**Run 1: where the registers sit**

(3 px per um) Other sequential cells in the stronger gray, the rest of the logic in the fainter gray.
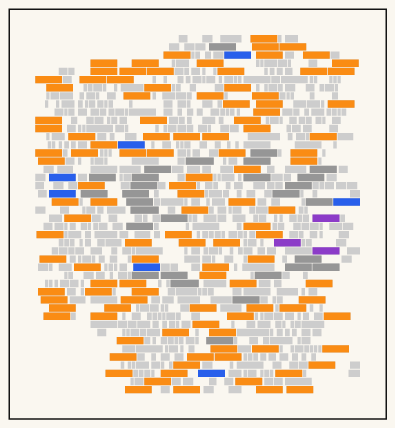
**Run 1: gate families picked out**

(3 px per um)
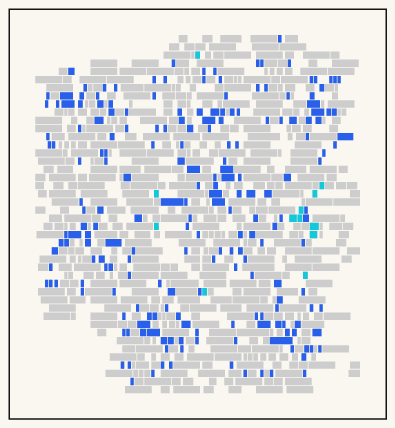
**Run 1: the clock network**

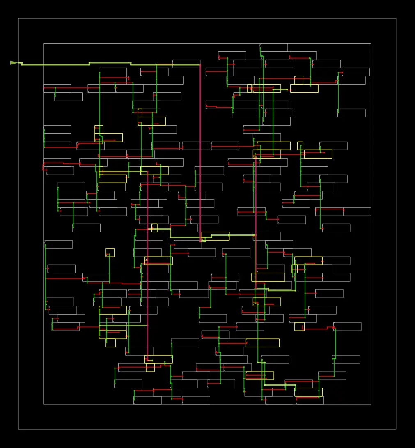
[src/rtl/rpsc_pkg.sv]
// Shared constants for the RPSC interlock input stage: channel bit positions and
// the first-fault capture state type.
package rpsc_pkg;
  localparam int CH_CARD_POS    = 0;
  localparam int CH_AIR_GRID    = 1;
  localparam int CH_WATER_ANODE = 2;
  localparam int CH_WATER_GRID  = 3;
  localparam int CH_DC_PS       = 4;
  localparam int CH_U_CA_LOW    = 5;
  localparam int CH_I_CA_HIGH   = 6;
  localparam int N_CH_RPSC      = 7;

  typedef enum logic {
    FF_IDLE     = 1'b0,
    FF_CAPTURED = 1'b1
  } ff_state_e;
endpackage

[src/rtl/rpsc_interlock_filter_if.sv]
// Contact inputs, operator acknowledge and conditioned status outputs of the
// interlock filter; slave is the filter side, master is the driving side.
interface rpsc_interlock_filter_if #(
  parameter int N_CH = 7
);
  localparam int IDX_W = $clog2(N_CH);

  logic [N_CH-1:0]  raw_in;
  logic             ack;
  logic [N_CH-1:0]  filt_out;
  logic [N_CH-1:0]  edge_rise;
  logic             trip_any;
  logic [N_CH-1:0]  fault_latched;
  logic             first_valid;
  logic [IDX_W-1:0] first_idx;

  modport master (
    output raw_in, ack,
    input  filt_out, edge_rise, trip_any, fault_latched, first_valid, first_idx
  );

  modport slave (
    input  raw_in, ack,
    output filt_out, edge_rise, trip_any, fault_latched, first_valid, first_idx
  );
endinterface

[src/rtl/rpsc_debounce_ch.sv]
// One interlock channel: two-flop synchroniser, stable-count debouncer and a
// registered pulse on the first cycle the filtered level reads 1.
module rpsc_debounce_ch #(
  parameter int                   DB_WIDTH  = 16,
  parameter logic [DB_WIDTH-1:0]  DB_CYCLES = 16'd39062
) (
  input  logic clk,
  input  logic reset_n,
  input  logic raw,
  output logic filt,
  output logic edge_rise
);
  localparam logic [DB_WIDTH-1:0] DB_LAST = DB_CYCLES - 1'b1;

  logic                sync_p0;
  logic                sync_p1;
  logic [DB_WIDTH-1:0] cnt;
  logic                accept;

  assign accept = (sync_p1 != filt) && (cnt == DB_LAST);

  // Synchroniser stage boundary
  always_ff @(posedge clk or negedge reset_n) begin
    if (!reset_n) begin
      sync_p0 <= 1'b0;
      sync_p1 <= 1'b0;
    end else begin
      sync_p0 <= raw;
      sync_p1 <= sync_p0;
    end
  end

  // Debounce stage boundary: any return to the filtered level restarts the count
  always_ff @(posedge clk or negedge reset_n) begin
    if (!reset_n) begin
      cnt       <= '0;
      filt      <= 1'b0;
      edge_rise <= 1'b0;
    end else begin
      edge_rise <= accept & sync_p1;
      if (sync_p1 == filt) begin
        cnt <= '0;
      end else if (accept) begin
        cnt  <= '0;
        filt <= sync_p1;
      end else begin
        cnt <= cnt + 1'b1;
      end
    end
  end
endmodule

[src/rtl/rpsc_interlock_filter.sv]
// Interlock input conditioning ahead of RPSC card 1: per-channel debounce,
// sticky fault flags and an acknowledge-released first-fault latch.
module rpsc_interlock_filter
  import rpsc_pkg::*;
#(
  parameter int                   N_CH      = 7,
  parameter int                   DB_WIDTH  = 16,
  parameter logic [DB_WIDTH-1:0]  DB_CYCLES = 16'd39062
) (
  input  logic                  clk,
  input  logic                  reset_n,
  rpsc_interlock_filter_if.slave bus
);
  localparam int IDX_W = $clog2(N_CH);

  logic [N_CH-1:0]  filt;
  logic [N_CH-1:0]  rise;
  logic [N_CH-1:0]  fault_q;
  logic [IDX_W-1:0] idx_q;
  ff_state_e        state;

  function automatic logic [IDX_W-1:0] lowest_set(input logic [N_CH-1:0] v);
    lowest_set = '0;
    for (int i = N_CH - 1; i >= 0; i--) begin
      if (v[i]) lowest_set = IDX_W'(i);
    end
  endfunction

  for (genvar g = 0; g < N_CH; g++) begin : g_ch
    rpsc_debounce_ch #(
      .DB_WIDTH  (DB_WIDTH),
      .DB_CYCLES (DB_CYCLES)
    ) u_ch (
      .clk       (clk),
      .reset_n   (reset_n),
      .raw       (bus.raw_in[g]),
      .filt      (filt[g]),
      .edge_rise (rise[g])
    );
  end

  // Sticky flag stage boundary: a new rise outranks a clearing acknowledge
  always_ff @(posedge clk or negedge reset_n) begin
    if (!reset_n) begin
      fault_q <= '0;
    end else begin
      fault_q <= (fault_q & ~({N_CH{bus.ack}} & ~filt)) | rise;
    end
  end

  // First-fault stage boundary: idx_q is only meaningful while CAPTURED
  always_ff @(posedge clk or negedge reset_n) begin
    if (!reset_n) begin
      state <= FF_IDLE;
      idx_q <= '0;
    end else begin
      case (state)
        FF_IDLE: begin
          if (|rise) begin
            state <= FF_CAPTURED;
            idx_q <= lowest_set(rise);
          end
        end
        FF_CAPTURED: begin
          if (bus.ack && !(|filt) && !(|rise)) state <= FF_IDLE;
        end
        default: state <= FF_IDLE;
      endcase
    end
  end

  assign bus.filt_out      = filt;
  assign bus.edge_rise     = rise;
  assign bus.trip_any      = |filt;
  assign bus.fault_latched = fault_q;
  assign bus.first_valid   = (state == FF_CAPTURED);
  assign bus.first_idx     = idx_q;
endmodule
[src/flat_wrapper.sv]
// flat-port wrapper written by rule: the top's interface ports become plain ports
module rpsc_interlock_filter_flat import rpsc_pkg::*;
#(
  parameter int                   N_CH      = 7,
  parameter int                   DB_WIDTH  = 16,
  parameter logic [DB_WIDTH-1:0]  DB_CYCLES = 16'd39062
)
  (clk, reset_n, bus_raw_in, bus_ack, bus_filt_out, bus_edge_rise, bus_trip_any, bus_fault_latched, bus_first_valid, bus_first_idx);
  rpsc_interlock_filter_if #(.N_CH(N_CH)) bus_i ();
  input  logic clk;
  input  logic reset_n;
  input wire logic [$bits(bus_i.raw_in)-1:0] bus_raw_in;
  input wire logic [$bits(bus_i.ack)-1:0] bus_ack;
  output wire logic [$bits(bus_i.filt_out)-1:0] bus_filt_out;
  output wire logic [$bits(bus_i.edge_rise)-1:0] bus_edge_rise;
  output wire logic [$bits(bus_i.trip_any)-1:0] bus_trip_any;
  output wire logic [$bits(bus_i.fault_latched)-1:0] bus_fault_latched;
  output wire logic [$bits(bus_i.first_valid)-1:0] bus_first_valid;
  output wire logic [$bits(bus_i.first_idx)-1:0] bus_first_idx;
  assign bus_i.raw_in = bus_raw_in;
  assign bus_i.ack = bus_ack;
  assign bus_filt_out = bus_i.filt_out;
  assign bus_edge_rise = bus_i.edge_rise;
  assign bus_trip_any = bus_i.trip_any;
  assign bus_fault_latched = bus_i.fault_latched;
  assign bus_first_valid = bus_i.first_valid;
  assign bus_first_idx = bus_i.first_idx;
  rpsc_interlock_filter #(.N_CH(N_CH), .DB_WIDTH(DB_WIDTH), .DB_CYCLES(DB_CYCLES)) u_core (.clk(clk), .reset_n(reset_n), .bus(bus_i));
endmodule
[config.mk]
export PLATFORM = sky130hd
export DESIGN_NAME = rpsc_interlock_filter_flat
export DESIGN_NICKNAME = d
export VERILOG_FILES = /design/src/rtl/rpsc_pkg.sv /design/src/rtl/rpsc_interlock_filter_if.sv /design/src/rtl/rpsc_debounce_ch.sv /design/src/rtl/rpsc_interlock_filter.sv /design/src/flat_wrapper.sv
export SDC_FILE = /design/constraint.sdc
export NUM_CORES = 1
export LEC_CHECK = 0
export CAP_MARGIN = 40
export CORE_ASPECT_RATIO = 1.1
export CORE_MARGIN = 8
export CORE_UTILIZATION = 55
export CTS_CLUSTER_SIZE = 28
export DETAILED_ROUTE_END_ITERATION = 10
export PLACE_DENSITY = 0.74
export SLEW_MARGIN = 5
export SYNTH_ARGS = -nofsm -noshare
export SYNTH_HDL_FRONTEND = slang
export SYNTH_SLANG_ARGS = --single-unit
export TNS_END_PERCENT = 1
[constraint.sdc]
create_clock -name clk -period 1.6 [get_ports clk]
set_input_delay 0.16 -clock clk [delete_from_list [all_inputs] [get_ports clk]]
set_output_delay 0.16 -clock clk [all_outputs]
set_load 0.01 [all_outputs]
==> flow_summary_export.csv, run 1 <==
group,metric,value,unit
outcome,status,"completed",
place,dp_cells,878,
worst_setup_path,cp.arrival,1.44,ns
worst_setup_path,reg2reg_depth,4,
final_layout,drive_gt1_share,14.25,%
global_routing,grt_use_met3,4.315,%
worst_setup_path,r2r_end,"u_core.g_ch[4].u_ch.cnt[15]",
synthesis,synth_area_leader_cell,"dfrtp_1",
clock_tree,cts_buffers,17,
pwr,combPwrFrac,3.7,%
route,wl_met1,6.472,mm
route,wl_met2,7.102,mm
final_layout,comb_area,3262,um^2
final_layout,layoutNonFillerInstCount,912,
clock_tree,clk_pin_slew,0.06,ns
global_routing,grtUsageTotal,17.76,%
route,drt_pass1_iterations,5,
final_timing,final-max-slew-violation-count,0,
synthesis,synth.net_count,703,
worst_hold_path,worstHoldStart,"bus_raw_in[1]",
worst_setup_path,worstSetupStartpoint,"u_core.g_ch[6].u_ch.filt",
global_routing,grt_pass1_wl,24.38,mm
clock_tree,cts_tree,"built",
final_layout,finish.utilization,66.03,%
floorplan,coreArea,12990,um^2
place,hpwl,9.983,mm
final_timing,min_period,1.595,ns
route,met3WireLength,571,um
synthesis,synth_cell_types,39,
worst_setup_path,cp_data_required_time,1.44,ns
final_layout,signal_buffers,64,
global_routing,met1_usage,21.88,%
global_routing,grt_max_degree,46,
place,io_buffers,35,
worst_setup_path,cp-start-kind,"register",
final_layout,final-seq-area,3782,um^2
route,via_count,5048,
final_timing,grt_setup_unrepaired,"yes",
synthesis,ys_seq_share,52.42,%
final_timing,finalSetupViolations,0,
floorplan,nWellTaps,161,
final_timing,fmax,626.8,MHz
synthesis,yosys_warnings,0,
clock_tree,cts_max_level,4,
floorplan,ios,36,
route,routed_wl,14.41,mm
final_layout,nNetsFinal,762,
run,warnings,35,
global_routing,grt_antenna_before_repair,0,
final_timing,final-hold-violation-count,0,
route,top_layer,"met4",
synthesis,syn_inst,679,
synthesis,yosysTopAreaCellShare,52.42,%
worst_setup_path,endpoint_kind,"primary output",
final_layout,final_layout_top_logic_cells,"148 x dfrtp_1, 121 x nor2_1, 74 x xnor2_1, 33 x nand3_1, 32 x nand2_1",
synthesis,syn_area_per_cell,10.62,um^2
route,drcViolationCount,0,
synthesis,ys.flops,151,
final_timing,max_slew_margin,69.30,%
final_layout,comb_area_share,38.02,%
route,via_per_inst,5.535,
final_timing,worst_slew_pin_slew,0.4606,ns
floorplan,rows,44,
## Picture notes: 'where the registers sit'
blue -> u_core.g_ch.u_ch.sync_p0  # sequential cells 7
purple -> u_core.bus.first_idx  # sequential cells 3
orange -> u_core.g_ch.u_ch.cnt  # sequential cells 112, where all over the die
not colored = 29

## Picture notes: 'gate families picked out'
cyan -> aoi and oai cells  # cells 12, most used o21ai_0
blue -> nor cells  # cells 204, most used nor2_1, where all over the die

## Picture notes: 'the clock network'
Clock group: 3.98 mW
Seq cells: 151

## run 1: through the flow
stage                     hold WS (ns)  setup TNS (ns)  power (mW)  setup slack (ns)  area [um^2]
after floorplan                -0.1356               0       4.140            0.1560         7208
after global placement          0.1221        -0.06925       4.311          -0.06925         7875
after detailed placement        0.1226        -0.06751       4.326          -0.06751         7875
after CTS                       0.1584        -0.01162       8.334          -0.01162         8492
after global routing            0.1507         -0.1291       8.525          -0.03913         8579
final                           0.1771               0       8.240          0.004628         8579
## run 1: synth_stat cells
cell type and instances:
dfrtp_1 151, buf_4 20, and4bb_2 1, nor4_1 29
nand3_2 4, o31ai_1 1, nor2_2 2, a211oi_1 1
xor2_1 31, buf_2 3, nor4_2 7, inv_1 24
nor3_1 30, nand2b_1 7, nand4_4 5, and4_1 10
o22a_1 1, a21oi_1 1, a21o_1 1, nor4b_1 6
nand4_1 29, ha_1 14, and4b_1 2, mux2_2 6
nand2_1 32, xnor2_1 74, nand4_2 1, nor2_1 121
and3b_1 5, buf_6 1, and3_1 4, nor3b_1 8
nand3_1 34, mux2_4 1, o41ai_1 1, nor4b_2 1
o21ai_0 8, nand2_2 1, a31o_4 1
## run 1: cell families (layout without fill, tap and decap cells)
kind of cell | after synthesis | after routing | share of synthesized area, %
adder cells (fa/ha/maj) | 14 | 14 | 2.430
buffers and inverters | 48 | 120 | 3.697
XOR/XNOR | 105 | 105 | 12.76
multiplexers | 7 | 7 | 1.146
flip-flops | 151 | 151 | 52.42
AND-OR/OR-AND | 15 | 15 | 1.424
AND/OR/NAND/NOR | 339 | 339 | 26.12
## run 1: repair_timing
item,in CTS,in global routing
resized,18,19
pin swaps,2,0
buffers inserted,1,0
hold buffers,1,0
endpoints found under the setup margin,13,45
endpoints found under the hold margin,40,0
==> run 2: changes to the inputs <==
- CORE_ASPECT_RATIO: 1.1 -> unset
**Run 2: where the registers sit**

(3 px per um) Other sequential cells in the stronger gray, the rest of the logic in the fainter gray.
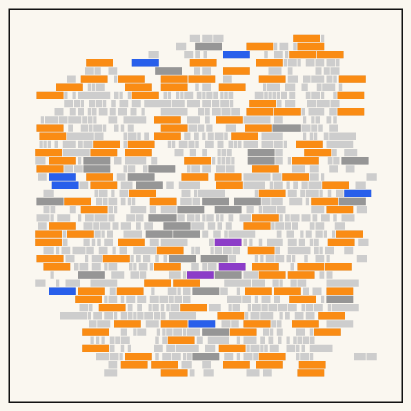
purple -> u_core.bus.first_idx  # sequential cells 3
blue -> u_core.g_ch.u_ch.sync_p0  # sequential cells 7
orange -> u_core.g_ch.u_ch.cnt  # sequential cells 112, where all over the die
not colored = 29

==> flow_summary_export.csv, run 2 <==
group,metric,value,unit
clock_tree,cts_max_level,4,
place,io_buffers,35,
pwr,clk-power,3.89,mW
final_timing,max_slew_margin,68.39,%
global_routing,grt_pass1_wl,23.98,mm
pwr,combPwrFrac,3.6,%
final_layout,layoutNonFillerInstCount,923,
synthesis,yosys_most_used_dff,"dfrtp_1",
clock_tree,cts_buffer_depth,2,
final_timing,final-max-slew-violation-count,0,
final_layout,final_layout_top_logic_cells,"149 x dfrtp_1, 121 x nor2_1, 74 x xnor2_1, 33 x nand3_1, 32 x nand2_1",
synthesis,ys_seq_share,52.42,%
place,dp_cells,892,
synthesis,ys.flops,151,
final_timing,grt_setup_unrepaired,"yes",
route,via_count,5096,
final_timing,fin_crit_sh,96.14,%
final_layout,largest_register_ffs,112,
global_routing,grt_max_degree,52,
synthesis,ys_area,7208,um^2
final_timing,fin_setup_tns,0,ns
route,drcViolationCount,0,
synthesis,edf_count,0,
final_timing,min_period,1.538,ns
final_layout,fin_area,8516,um^2
clock_tree,cts-root-buf,"clkbuf_16",
floorplan,ios,36,
final_timing,finalWorstSetupSlack,0.06174,ns
final_layout,drive_gt1_share,13.39,%
synthesis,synth_cell_types,39,
run,warnings,34,
worst_setup_path,cp_data_required_time,1.90,ns
floorplan,dieArea,17030,um^2
place,place_area,7861,um^2
worst_setup_path,worst-path-buf-inv,0,
worst_setup_path,endpoint_kind,"register",
route,drt_pass1_iterations,4,
final_layout,finish.utilization,65.34,%
clock_tree,cts_buffers,17,
run,cap_violations,0,
synthesis,top_cells_by_count,"151 x dfrtp_1, 121 x nor2_1, 74 x xnor2_1",
final_layout,nNetsFinal,760,
route,wl_per_cell,15.48,um
clock_tree,clk_pin_slew,0.06,ns
final_timing,holdWs,0.1821,ns
floorplan,die_h,130.5,um
synthesis,top_cell,"dfrtp_1",
final_layout,diodes,0,
pwr,finalPower,8.134,mW
synthesis,topCellsByArea,"dfrtp_1 52%, xnor2_1 9.0%, nor2_1 6.3%, xor2_1 3.8%, nand4_1 2.5%",
worst_hold_path,hp-class,"primary input to register",
place,hpwl,9.942,mm
clock_tree,cts_tree,"built",
worst_setup_path,cp_slowest_cell,"dfrtp_1",
floorplan,coreArea,13030,um^2
floorplan,rows,42,
global_routing,grt_antenna_before_repair,0,
synthesis,syn_area_per_cell,10.62,um^2
route,via_per_inst,5.521,
route,routed_wl,14.28,mm
global_routing,grtUsageTotal,17.84,%
synthesis,yosysTopAreaCellShare,52.42,%
synthesis,netlist_area,7208,um^2
pwr,power_density,955.1,nW/um^2
pwr,p_int,6.427,mW
synthesis,syn_inst,679,
pwr,pg_seq,3.96,mW
route,drt-initial-drc-count,398,
synthesis,async_reset_ff_share,100.0,%
outcome,status,"completed",
synthesis,synth_area_leader_cell,"dfrtp_1",
synthesis,yosys_warnings,0,
final_timing,fmax,650.1,MHz
worst_setup_path,cp-start-kind,"register",
synthesis,synth.net_count,703,
place,dp_slack,0.05950,ns
pwr,power_frac_clock,47.8,%
final_timing,finalSetupViolations,0,
final_timing,final-hold-violation-count,0,
final_timing,worst_slew_pin_slew,0.4736,ns
worst_setup_path,cp.arrival,1.84,ns
## run 2: cell counts after synthesis
No cell type changed its count.
## run 2: worst paths after layout
path	from	endpoint	slack, ns	cells past startpoint
worst max-delay path	u_core.g_ch[2].u_ch.cnt[13]	u_core.g_ch[2].u_ch.filt	0.06	4
worst min-delay path	bus_raw_in[2]	u_core.g_ch[2].u_ch.sync_p0	0.18	1
worst max register to register	u_core.g_ch[2].u_ch.cnt[13]	u_core.g_ch[2].u_ch.filt	0.06	4
worst min register to register	u_core.g_ch[4].u_ch.sync_p0	u_core.g_ch[4].u_ch.sync_p1	0.35	0
max in group asynchronous	reset_n	u_core.g_ch[1].u_ch.edge_rise	0.78	3
min in group asynchronous	reset_n	u_core.g_ch[0].u_ch.cnt[4]	0.19	2
## run 2: cell families after synthesis
logic type	share of synthesized area, %
AND/OR/NAND/NOR	26.12
adder cells (fa/ha/maj)	2.430
multiplexers	1.146
buffers and inverters	3.697
AND-OR/OR-AND	1.424
flip-flops	52.42
XOR/XNOR	12.76
## run 2: repair_timing
action | CTS | global route
hold buffers | 1 | 0
endpoints found under the hold margin | 128 | 0
pin swaps | 2 | 1
resized | 18 | 15
buffers inserted | 0 | 0
setup endpoints to repair | 14 | 45
## run 2: area by class of cell
type | count | area [um^2] | area share [%]
Timing Repair Buffer | 62 | 610.6 | 7.170
Multi-Input combinational cell | 480 | 3232 | 37.95
Inverter | 24 | 90.09 | 1.058
Clock buffer | 22 | 484.2 | 5.686
Clock inverter | 8 | 97.59 | 1.146
Tap cell | 176 | 220.2 | 2.586
Sequential cell | 151 | 3781 | 44.40
## run 2: metal layers
layer  part of all wire [%]  GRT usage (%)  vias up
met5                      0              0        -
met4                    1.5          5.672        0
met3                    5.4          5.195       20
met2                     50          29.07      105
met1                     44          22.47     2528
li1                       -              -     2443
No activity file was given, so power comes from the tool's default toggle rates.
